<file path="config.mk">
export PLATFORM = sky130hd
export DESIGN_NAME = fp_adder_pipe
export DESIGN_NICKNAME = d
export VERILOG_FILES = /design/src/rtl/fp_pkg.sv /design/src/rtl/fp_lzc.sv /design/src/rtl/fp_adder_pipe.sv
export SDC_FILE = /design/constraint.sdc
export NUM_CORES = 1
export LEC_CHECK = 0
export CAP_MARGIN = 30
export CORE_MARGIN = 2
export CORE_UTILIZATION = 28
export DETAILED_ROUTE_END_ITERATION = 7
export HOLD_SLACK_MARGIN = 0.06
export PLACE_DENSITY = 0.44
export RECOVER_POWER = 50
export SETUP_SLACK_MARGIN = 0.1
export SYNTH_ARGS = -nofsm -noshare
export SYNTH_HDL_FRONTEND = slang
export SYNTH_SLANG_ARGS = --single-unit
export TNS_END_PERCENT = 50
</file>
<file path="constraint.sdc">
create_clock -name clk -period 4.7 [get_ports clk]
set_clock_uncertainty 0.2 [all_clocks]
set_input_delay 0.94 -clock clk [delete_from_list [all_inputs] [get_ports clk]]
set_output_delay 0.94 -clock clk [all_outputs]
set_load 0.02 [all_outputs]
</file>
<file path="src/rtl/fp_pkg.sv">
`default_nettype none
// =============================================================================
// Module   : fp_pkg
// Brief    : Shared widths and packed types for the pipelined FP adder.
// Revision : 1.0 - initial release
// =============================================================================
package fp_pkg;

    localparam int FP_EXP_W  = 4;
    localparam int FP_FRAC_W = 8;

    typedef struct packed {
        logic ovf;
        logic udf;
    } fp_flags_t;

    typedef struct packed {
        logic                 sign;
        logic [FP_EXP_W-1:0]  exp;
        logic [FP_FRAC_W-1:0] frac;
    } fp_t;

    function automatic fp_t fp_make(
        input logic                 sign,
        input logic [FP_EXP_W-1:0]  exp,
        input logic [FP_FRAC_W-1:0] frac
    );
        fp_t v;
        v.sign = sign;
        v.exp  = exp;
        v.frac = frac;
        return v;
    endfunction

endpackage
`default_nettype wire

</file>
<file path="src/rtl/fp_lzc.sv">
`default_nettype none
// =============================================================================
// Module   : fp_lzc
// Brief    : Leading-zero counter; an all-zero input returns W.
// Revision : 1.0 - initial release
// =============================================================================
module fp_lzc #(
    parameter int W     = 8,
    parameter int CNT_W = $clog2(W + 1)
) (
    input  logic [W-1:0]     i_data,
    output logic [CNT_W-1:0] o_count
);

    // Ascending scan: the highest set bit is the last one to write the count.
    always_comb begin
        o_count = CNT_W'(W);
        for (int i = 0; i < W; i++) begin
            if (i_data[i]) begin
                o_count = CNT_W'(W - 1 - i);
            end
        end
    end

endmodule
`default_nettype wire

</file>
<file path="src/rtl/fp_adder_pipe.sv">
`default_nettype none
// =============================================================================
// Module   : fp_adder_pipe
// Brief    : Three-stage valid/ready sign-magnitude FP adder/subtractor.
// Revision : 1.0 - initial release
// =============================================================================
module fp_adder_pipe
    import fp_pkg::*;
#(
    parameter int EXP_W  = FP_EXP_W,
    parameter int FRAC_W = FP_FRAC_W
) (
    input  logic              clk,
    input  logic              reset,
    input  logic              in_valid,
    output logic              in_ready,
    input  logic              sign1,
    input  logic              sign2,
    input  logic [EXP_W-1:0]  exp1,
    input  logic [EXP_W-1:0]  exp2,
    input  logic [FRAC_W-1:0] frac1,
    input  logic [FRAC_W-1:0] frac2,
    output logic              out_valid,
    input  logic              out_ready,
    output logic              sign_out,
    output logic [EXP_W-1:0]  exp_out,
    output logic [FRAC_W-1:0] frac_out,
    output logic              ovf,
    output logic              udf
);

    localparam int LZ_W = $clog2(FRAC_W + 1);

    typedef struct packed {
        logic              sign;
        logic [EXP_W-1:0]  exp;
        logic [FRAC_W-1:0] frac;
    } res_t;

    // Stage handshake: a stage loads when it is empty or its successor loads.
    logic w_ld1, w_ld2, w_ld3;
    logic r_s1_valid, r_s2_valid, r_s3_valid;

    assign w_ld3    = !r_s3_valid || out_ready;
    assign w_ld2    = !r_s2_valid || w_ld3;
    assign w_ld1    = !r_s1_valid || w_ld2;
    assign in_ready = w_ld1;

    // S1: sort and align
    logic              w_op1_big;
    logic              w_sign_b;
    logic              w_sub;
    logic [EXP_W-1:0]  w_exp_b, w_exp_s, w_diff;
    logic [FRAC_W-1:0] w_frac_b, w_frac_s, w_aligned;

    assign w_op1_big = {exp1, frac1} > {exp2, frac2};
    assign w_sign_b  = w_op1_big ? sign1 : sign2;
    assign w_exp_b   = w_op1_big ? exp1  : exp2;
    assign w_exp_s   = w_op1_big ? exp2  : exp1;
    assign w_frac_b  = w_op1_big ? frac1 : frac2;
    assign w_frac_s  = w_op1_big ? frac2 : frac1;
    assign w_sub     = sign1 ^ sign2;
    assign w_diff    = w_exp_b - w_exp_s;
    assign w_aligned = (32'(w_diff) >= 32'(FRAC_W)) ? '0 : (w_frac_s >> w_diff);

    logic              r_s1_sign, r_s1_sub;
    logic [EXP_W-1:0]  r_s1_expb;
    logic [FRAC_W-1:0] r_s1_fracb, r_s1_fracs;

    always_ff @(posedge clk) begin
        if (reset) begin
            r_s1_valid <= 1'b0;
            r_s1_sign  <= 1'b0;
            r_s1_sub   <= 1'b0;
            r_s1_expb  <= '0;
            r_s1_fracb <= '0;
            r_s1_fracs <= '0;
        end else if (w_ld1) begin
            r_s1_valid <= in_valid;
            if (in_valid) begin
                r_s1_sign  <= w_sign_b;
                r_s1_sub   <= w_sub;
                r_s1_expb  <= w_exp_b;
                r_s1_fracb <= w_frac_b;
                r_s1_fracs <= w_aligned;
            end
        end
    end

    // S2: magnitude add or subtract; big operand dominates so no sign flip
    logic [FRAC_W:0] w_sum;

    assign w_sum = r_s1_sub ? ({1'b0, r_s1_fracb} - {1'b0, r_s1_fracs})
                            : ({1'b0, r_s1_fracb} + {1'b0, r_s1_fracs});

    logic             r_s2_sign;
    logic [EXP_W-1:0] r_s2_expb;
    logic [FRAC_W:0]  r_s2_sum;

    always_ff @(posedge clk) begin
        if (reset) begin
            r_s2_valid <= 1'b0;
            r_s2_sign  <= 1'b0;
            r_s2_expb  <= '0;
            r_s2_sum   <= '0;
        end else if (w_ld2) begin
            r_s2_valid <= r_s1_valid;
            if (r_s1_valid) begin
                r_s2_sign <= r_s1_sign;
                r_s2_expb <= r_s1_expb;
                r_s2_sum  <= w_sum;
            end
        end
    end

    // S3: normalise and pack
    logic [LZ_W-1:0] w_lead;
    res_t            w_res;
    fp_flags_t       w_flags;

    fp_lzc #(
        .W     (FRAC_W),
        .CNT_W (LZ_W)
    ) u_lzc (
        .i_data  (r_s2_sum[FRAC_W-1:0]),
        .o_count (w_lead)
    );

    always_comb begin
        w_res   = '0;
        w_flags = '0;
        if (r_s2_sum[FRAC_W]) begin
            w_res.sign = r_s2_sign;
            if (&r_s2_expb) begin
                w_res.exp   = '1;
                w_res.frac  = '1;
                w_flags.ovf = 1'b1;
            end else begin
                w_res.exp  = r_s2_expb + EXP_W'(1);
                w_res.frac = r_s2_sum[FRAC_W:1];
            end
        end else if (r_s2_sum == '0) begin
            w_flags = '0;
        end else if (32'(w_lead) <= 32'(r_s2_expb)) begin
            w_res.sign = r_s2_sign;
            w_res.exp  = r_s2_expb - EXP_W'(w_lead);
            w_res.frac = r_s2_sum[FRAC_W-1:0] << w_lead;
        end else begin
            w_flags.udf = 1'b1;
        end
    end

    res_t      r_s3_res;
    fp_flags_t r_s3_flags;

    always_ff @(posedge clk) begin
        if (reset) begin
            r_s3_valid <= 1'b0;
            r_s3_res   <= '0;
            r_s3_flags <= '0;
        end else if (w_ld3) begin
            r_s3_valid <= r_s2_valid;
            if (r_s2_valid) begin
                r_s3_res   <= w_res;
                r_s3_flags <= w_flags;
            end
        end
    end

    assign out_valid = r_s3_valid;
    assign sign_out  = r_s3_res.sign;
    assign exp_out   = r_s3_res.exp;
    assign frac_out  = r_s3_res.frac;
    assign ovf       = r_s3_flags.ovf;
    assign udf       = r_s3_flags.udf;

endmodule
`default_nettype wire

</file>
Fig. 1: run 1, a small window of the routed layout
The bar under the picture is 5 µm long. Window x 51 to 71, y 76 to 96 µm. Cells in grey, sequential cells in the stronger grey; small squares are vias.
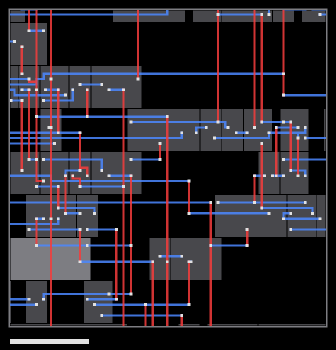
| layer | colour |
|---|---|
| metal 2 | red |
| metal 1 | blue |
sequential cells in the window: 1
most frequent: inv_1 (4), nor2_1 (4), xnor2_1 (4)
netlist names of flops here include: r_s1_fracs (1)
cells with their middle in the window: 25

Fig. 2: run 1, pin map
The bar under the picture is 20 µm long. Pins as bars across the die edge, other pins in grey.
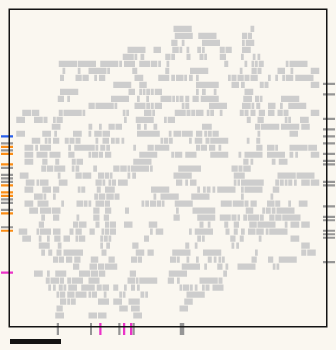
| port | colour | pins | direction | edge |
|---|---|---|---|---|
| exp2 | magenta | 4 | input | 3 bottom, 1 left |
| frac2 | orange | 8 | input | left |
| reset | blue | 1 | input | left |
all pins by edge: 20 left, 18 right, 9 bottom
die width: 123.0 µm
Die Ht: 123.0 µm
Port Buf Inserts: 46

==> summary.txt, run 1 <==
Met2 Wirelength - 5411 µm
Worst Hold Class - reg -> reg
Yosys top cell by area - dfxtp_1
chip area - 0.01512 mm²
met3 routed WL - 392 µm
Mapped Cells - 528
PD cells - 336.1 mW/mm²
CTS tree - built
Crit Path Max Fanout - 12
clk slew on worst S/H paths - 0.07 ns
final core utilization - 0.3505
aoi share - 0.2428
Std-Cell Rows - 43
Log Warnings - 27
Mux area share - 0.05431
CTS resizes - 0
Layout area overhead - 22.29%
crit path launch - frac2[1]
RSZ-0062 raised after global routing - true
pre-CTS setup slack - -0.04766 ns
outcome - complete, no violations
Core Footprint - 0.01383 mm²
DR iter-0 viols - 266
fin crit period - 4.397 ns
synthesized area - 0.003963 mm²
clock buffer depth - 2
buffers inserted by post-CTS timing repair - 0
number of global-route vias before repair - 3812
# IOs - 47
max-slew violations - 0
hold_buf cts - 0
Clock Root Buffer - clkbuf_16
CP top delay family - AND-OR/OR-AND gates
Slew HR - 0.2079
number of vias per cell - 5.021
Nets - 636
Fmax - 227.4 MHz
Post-DP Area - 0.004716 mm²
GRT Residual Overflow - 0
Fig. 3: run 1, the clock network
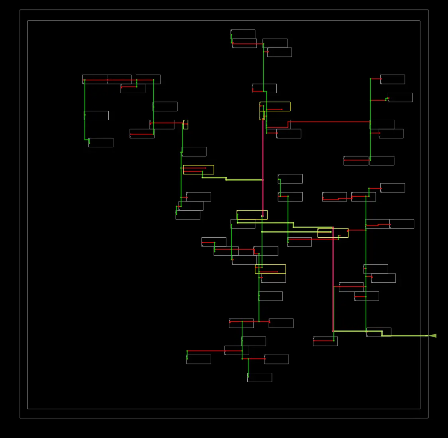
FF+latch count: 54
CTS Buf Count: 5
clk latency late pin: 0.29 ns
clock sinks: 54

run 1: area by class of cell:
type / instances / area [µm²]
flip-flops and latches: 54 / 1081
inverters: 32 / 120.1
fillers: 1498 / 8981
well taps: 180 / 225.2
multi-input cells: 415 / 2666
repair buffers: 69 / 620.6
clock buffers: 7 / 132.6
run 1: Yosys cell counts (6+ instances only):
cell type	instances
ha_1	27
inv_1	32
a211oi_1	20
mux2i_1	17
nand2_1	59
nor3_1	19
nand3b_1	6
a21oi_1	45
nand2b_1	8
a31oi_1	8
a221oi_1	7
o21ai_0	21
nor2_1	67
dfxtp_1	54
clkbuf_1	22
nor2b_1	13
nand3_1	14
xnor2_1	15
run 1: metrics by stage:
stage	hold WS, ns	power, W	cells
after floorplan	0.2322	0.001082	528
after global placement	0.2384	0.001291	750
after detailed placement	0.2455	0.001292	750
after CTS	0.2501	0.001653	757
after global routing	0.2816	0.001771	757
final	0.2489	0.001629	757
run 1: metal layers:
layer  up-vias  track usage
met3         5      0.02030
met2        58       0.2814
li1       1991            -
met5         -            0
met1      1747       0.1949
met4         0      0.02658
run 1: registers in the layout, indices dropped and copies added, names as in the netlist, 4 cells and up:
signal / cells
exp_out: 4
r_s1_fracb: 8
frac_out: 8
r_s1_expb: 4
r_s1_fracs: 8
r_s2_expb: 4
r_s2_sum: 9
run 1: path summary, 6_finish.rpt:
| kind | end | slack (ns) | cells past startpoint |
|---|---|---|---|
| worst max register to register | frac_out[1] | 1.25 | 13 |
| worst min register to register | ovf | 0.25 | 2 |
| worst max-delay path | r_s1_fracs[1] | 0.30 | 18 |
| worst min-delay path | ovf | 0.25 | 2 |
run 1: report_power, final:
part	leakage (nW)	switching [W]	internal, W
clock	0.0640	0.000158	0.000195
combinational	1.41	0.000402	0.000331
sequential	0.442	0.0000482	0.000494
Fig. 4: run 1, gate-type map
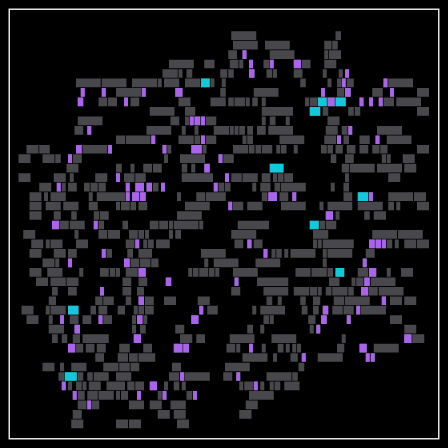

==> run 2: changes to the inputs <==
- ABC_CLOCK_PERIOD_IN_PS: default -> 4700
- CORE_MARGIN: 2 -> 1.5
Fig. 5: run 2, gate-type map
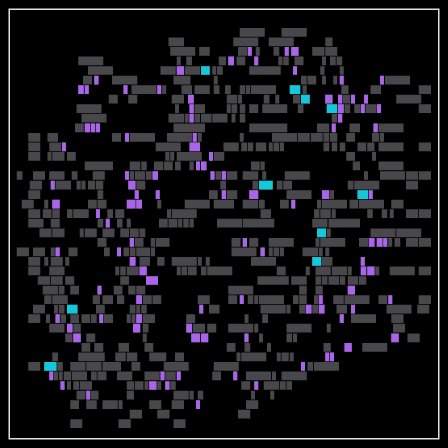
| family | colour | cells | most used |
|---|---|---|---|
| nor cells | purple | 105 | nor2_1 |
| non-inverting ao/oa cells | cyan | 10 | a21o_1 |

Fig. 6: run 2, pin map
The bar under the picture is 20 µm long. Pins as bars across the die edge, other pins in grey.
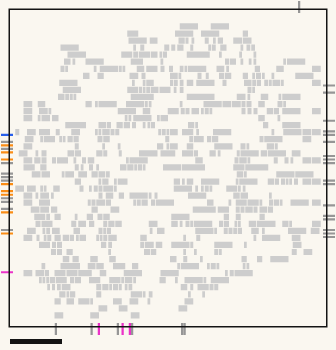
| port | colour | pins | direction | edge |
|---|---|---|---|---|
| exp2 | magenta | 4 | input | 3 bottom, 1 left |
| reset | blue | 1 | input | left |
| frac2 | orange | 8 | input | left |
all pins by edge: 20 left, 17 right, 9 bottom, 1 top
Die Ht: 122.0 µm
die width: 122.0 µm

==> run 2 against run 1 <==
Final area increased by 0.85%; clock power increased by 22%; sequential cell count unchanged; combinational power increased by 0.5%; worst setup slack got worse by 0.013 ns; routed wire length increased by 2.9%; hold slack improved by 0.0024 ns; total power increased by 5.0%; synthesized area unchanged; critical path depth decreased by 1.
==> summary.txt, run 2 <==
PD cells - 350.1 mW/mm² (+4.2%)
Min Hold Slack - 0.2512 ns (+0.002359 ns)
final core utilization - 0.3535 (+0.002986)
GRT Residual Overflow - 0 (unchanged)
number of flip-flops in the largest register - 9 (unchanged)
Flop+latch power - 0.000544 W (about the same)
chip area - 0.01487 mm² (-1.6%)
Reg power frac - 0.318 (-0.015)
number of vias per cell - 5.104 (+1.7%)
Crit Path Max Fanout - 6 (-6)
synthesized area - 0.003963 mm² (unchanged)
P_clk - 0.000429 W (+22%)
DR iter-0 viols - 175 (-34%)
Layout area overhead - 23.33%
Nets - 636 (unchanged)
Core Footprint - 0.01383 mm² (unchanged)
Post-synth top cells - 67 x nor2_1, 59 x nand2_1, 54 x dfxtp_1
# IOs - 47 (unchanged)
switch share - 0.3638 (-0.009618)
outcome - complete, no violations
aoi share - 0.2428 (unchanged)
clk slew on worst S/H paths - 0.07 ns (about the same)
count leader, synth - nor2_1
Std-Cell Rows - 43 (unchanged)
fin crit period - 4.410 ns (+0.01298 ns)
Int Power - 0.001089 W (+6.7%)
clock buffer depth - 2 (unchanged)
combinational gate power - 0.000738 W (+0.5%)
largest power group - combinational logic
Clk network pwr share - 0.251 (+0.034)
Clock Root Buffer - clkbuf_16
Fmax - 226.7 MHz (-0.29%)
-- run 2: repair_timing --
item	CTS	global route
endpoints found under the setup margin	0	3
gates resized	0	4
hold buffers	0	0
-- run 2: metrics by stage --
step           instances  area (µm²)  setup TNS [ns]  worst slack, ns
6_report             757        4887               0           0.2898
5_1_grt              757        4887               0          0.02672
4_1_cts              757        4885               0           0.2392
3_5_place_dp         750        4716         -0.1271         -0.06644
3_3_place_gp         750        4716               0          0.09060
2_1_floorplan        528        3963               0           0.6417
-- run 2: routing by layer --
| layer | part of all wire | up-vias | track usage |
|---|---|---|---|
| li1 | - | 1990 | - |
| met1 | 0.47 | 1778 | 0.2022 |
| met2 | 0.48 | 87 | 0.2753 |
| met3 | 0.037 | 9 | 0.02154 |
| met4 | 0.013 | 0 | 0.04338 |
| met5 | 0 | - | 0 |
-- run 2: cell families after synthesis --
group / count (synthesis)
mux: 20
fa+ha+maj: 29
flops: 54
buf+inv: 59
xor+xnor: 16
compound gates: 144
simple gates: 206
-- run 2: final cells by class --
type	instances	area [µm²]	area share
clock inverters	1	30.03	0.006144
clock buffers	6	138.9	0.02842
well taps	180	225.2	0.04608
inverters	32	120.1	0.02458
repair buffers	69	620.6	0.1270
multi-input cells	415	2671	0.5466
flip-flops and latches	54	1081	0.2212
-- run 2: final timing paths --
| path | start | slack [ns] | to | cells after the start |
|---|---|---|---|---|
| hold / removal | r_s1_sign | 0.25 | r_s2_sign | 2 |
| hold reg to reg | r_s1_sign | 0.25 | r_s2_sign | 2 |
| setup reg to reg | r_s2_sum[0] | 1.25 | frac_out[1] | 13 |
| setup / recovery | frac2[1] | 0.29 | r_s1_fracs[1] | 17 |
-- run 2: tightest hold or removal path: stages, from the launching register on --
cell and delay (ns):
dfxtp_1 0.31, nand2_1 0.05, a21oi_1 0.05
Fig. 7: run 2, wiring heat map
24 x 24 tiles, from white (low) to dark blue (high), scaled to the fullest tile. Values are wire area over tile area, all layers added.
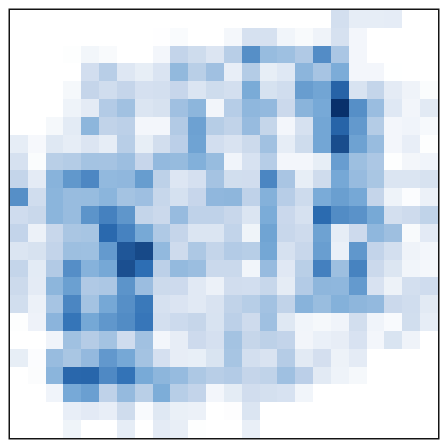

==> run 3: changes to the inputs <==
- PLACE_DENSITY: 0.44 -> 0.43
- SYNTH_HIERARCHICAL: default -> 1
Fig. 8: run 3, wiring heat map
25 x 25 tiles, from white (low) to dark blue (high), scaled to the fullest tile. Values are wire area over tile area, all layers added.
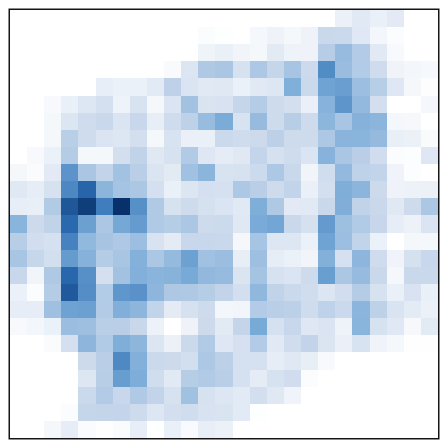
fullest tile: 0.63
mean over tiles: 0.12
tiles over half the peak: 5.6%
Avg WL per Cell: 15.50 µm
via count: 4012

Fig. 9: run 3, pin map
The bar under the picture is 50 µm long. Pins as bars across the die edge, other pins in grey.
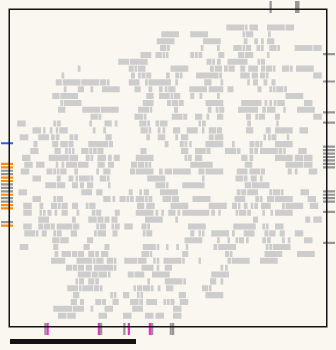
| port | colour | pins | direction | edge |
|---|---|---|---|---|
| exp2 | magenta | 4 | input | bottom |
| reset | blue | 1 | input | left |
| frac2 | orange | 8 | input | left |
all pins by edge: 17 right, 17 left, 10 bottom, 3 top
Die Ht: 125.2 µm
die width: 125.2 µm

==> run 3 against run 2 <==
Combinational power is 4.6% higher; maximum frequency is 0.12% higher; first-iteration DRC count is 35% higher; utilization is 0.32 points lower; critical path depth is 4 lower; final area is 4.6% higher; die size is 5.5% higher; count of clock-buffer cells in the layout is 1 lower; non-clock buffer count is 4 higher.
==> summary.txt, run 3 <==
Reg2Reg Launch Point - r_s2_sum[4]
number of vias per cell - 5.177 (+1.4%)
DR iter-0 viols - 237 (+35%)
clk slew on worst S/H paths - 0.08 ns (about the same)
Core Footprint - 0.01459 mm² (+5.5%)
Layout area overhead - 22.13%
Post-synth top cells - 69 x nor2_1, 68 x nand2_1, 54 x dfxtp_1
final instance area - 0.005110 mm² (+4.6%)
r2r setup slk - 1.35 ns (+0.10 ns)
PD cells - 343.8 mW/mm² (-1.8%)
Post-DP Area - 0.004941 mm² (+4.8%)
Sum Neg Setup Slack - 0 ns (unchanged)
number of flip-flops in the largest register - 9 (unchanged)
Nets - 649 (+2.0%)
Reg power frac - 0.308 (-0.010)
flip-flops with a built-in enable - 0
CTS resizes - 0 (unchanged)
aoi share - 0.2739 (+0.03111)
Std-Cell Rows - 44 (+2.3%)
Clock Root Buffer - clkbuf_16
fin crit period - 4.405 ns (-0.005353 ns)
final core utilization - 0.3503 (-0.003195)
switch share - 0.3738 (+0.01002)
synthesized area - 0.004184 mm² (+5.6%)
outcome - complete, no violations
Clk network pwr share - 0.253 (+0.002)
# IOs - 47 (unchanged)
hold depth - 2 (unchanged)
Reg-to-Reg End - frac_out[3]
-- run 3: cell types whose count changed after synthesis, sizes merged, moves of 6 or more --
cell,delta
a311oi,+10
nand2,+9
nand2b,-6
nand3b,-6
nand3,-7
nor3,-11
mux2i,-6
-- run 3: worst max path at each step --
stage / end / cells past startpoint / slack, ns / start
after floorplan: r_s1_fracs[3] / 17 / 0.44 / exp2[0]
after detailed placement: r_s1_fracs[5] / 13 / 0.07 / exp2[1]
after global placement: r_s1_fracs[5] / 13 / 0.12 / exp2[1]
final: r_s1_fracs[5] / 13 / 0.30 / exp2[1]
after global routing: r_s1_fracs[1] / 15 / 0.17 / exp2[1]
after CTS: r_s1_fracs[5] / 13 / 0.36 / exp2[1]
-- run 3: power groups by stage --
stage	clock network (W)	logic (W)	registers, W
finish	0.000444	0.000772	0.000541
global route	0.000474	0.000864	0.000549
CTS	0.000459	0.000780	0.000542
detailed placement	0	0.000777	0.000552
global placement	0	0.000781	0.000552
floorplan	0	0.000575	0.000538
-- run 3: stage by stage --
stage,cells,worst slack (ns),hold WS (ns)
6_report,775,0.2951,0.2515
2_1_floorplan,539,0.4441,0.2322
4_1_cts,775,0.3613,0.2562
3_5_place_dp,767,0.06706,0.2465
5_1_grt,775,0.1709,0.2779
3_3_place_gp,767,0.1248,0.2407
-- run 3: final cells by class --
class                      count  area, µm²  share of cell area
clock buffer                   5      125.1             0.02449
clock inverter                 3      47.55            0.009305
inverter                      36      135.1             0.02644
multi-input combinational    420       2836              0.5551
sequential                    54       1081              0.2116
tap                          184      230.2             0.04505
timing repair buffer          73      654.4              0.1281
-- run 3: layer usage --
metal | part of all wire | track usage
met5 | 0 | 0
met2 | 0.48 | 0.2671
met3 | 0.035 | 0.02054
met4 | 0.022 | 0.05147
met1 | 0.47 | 0.1943
Power figures rest on the tool's default switching activity, not on a simulated workload.
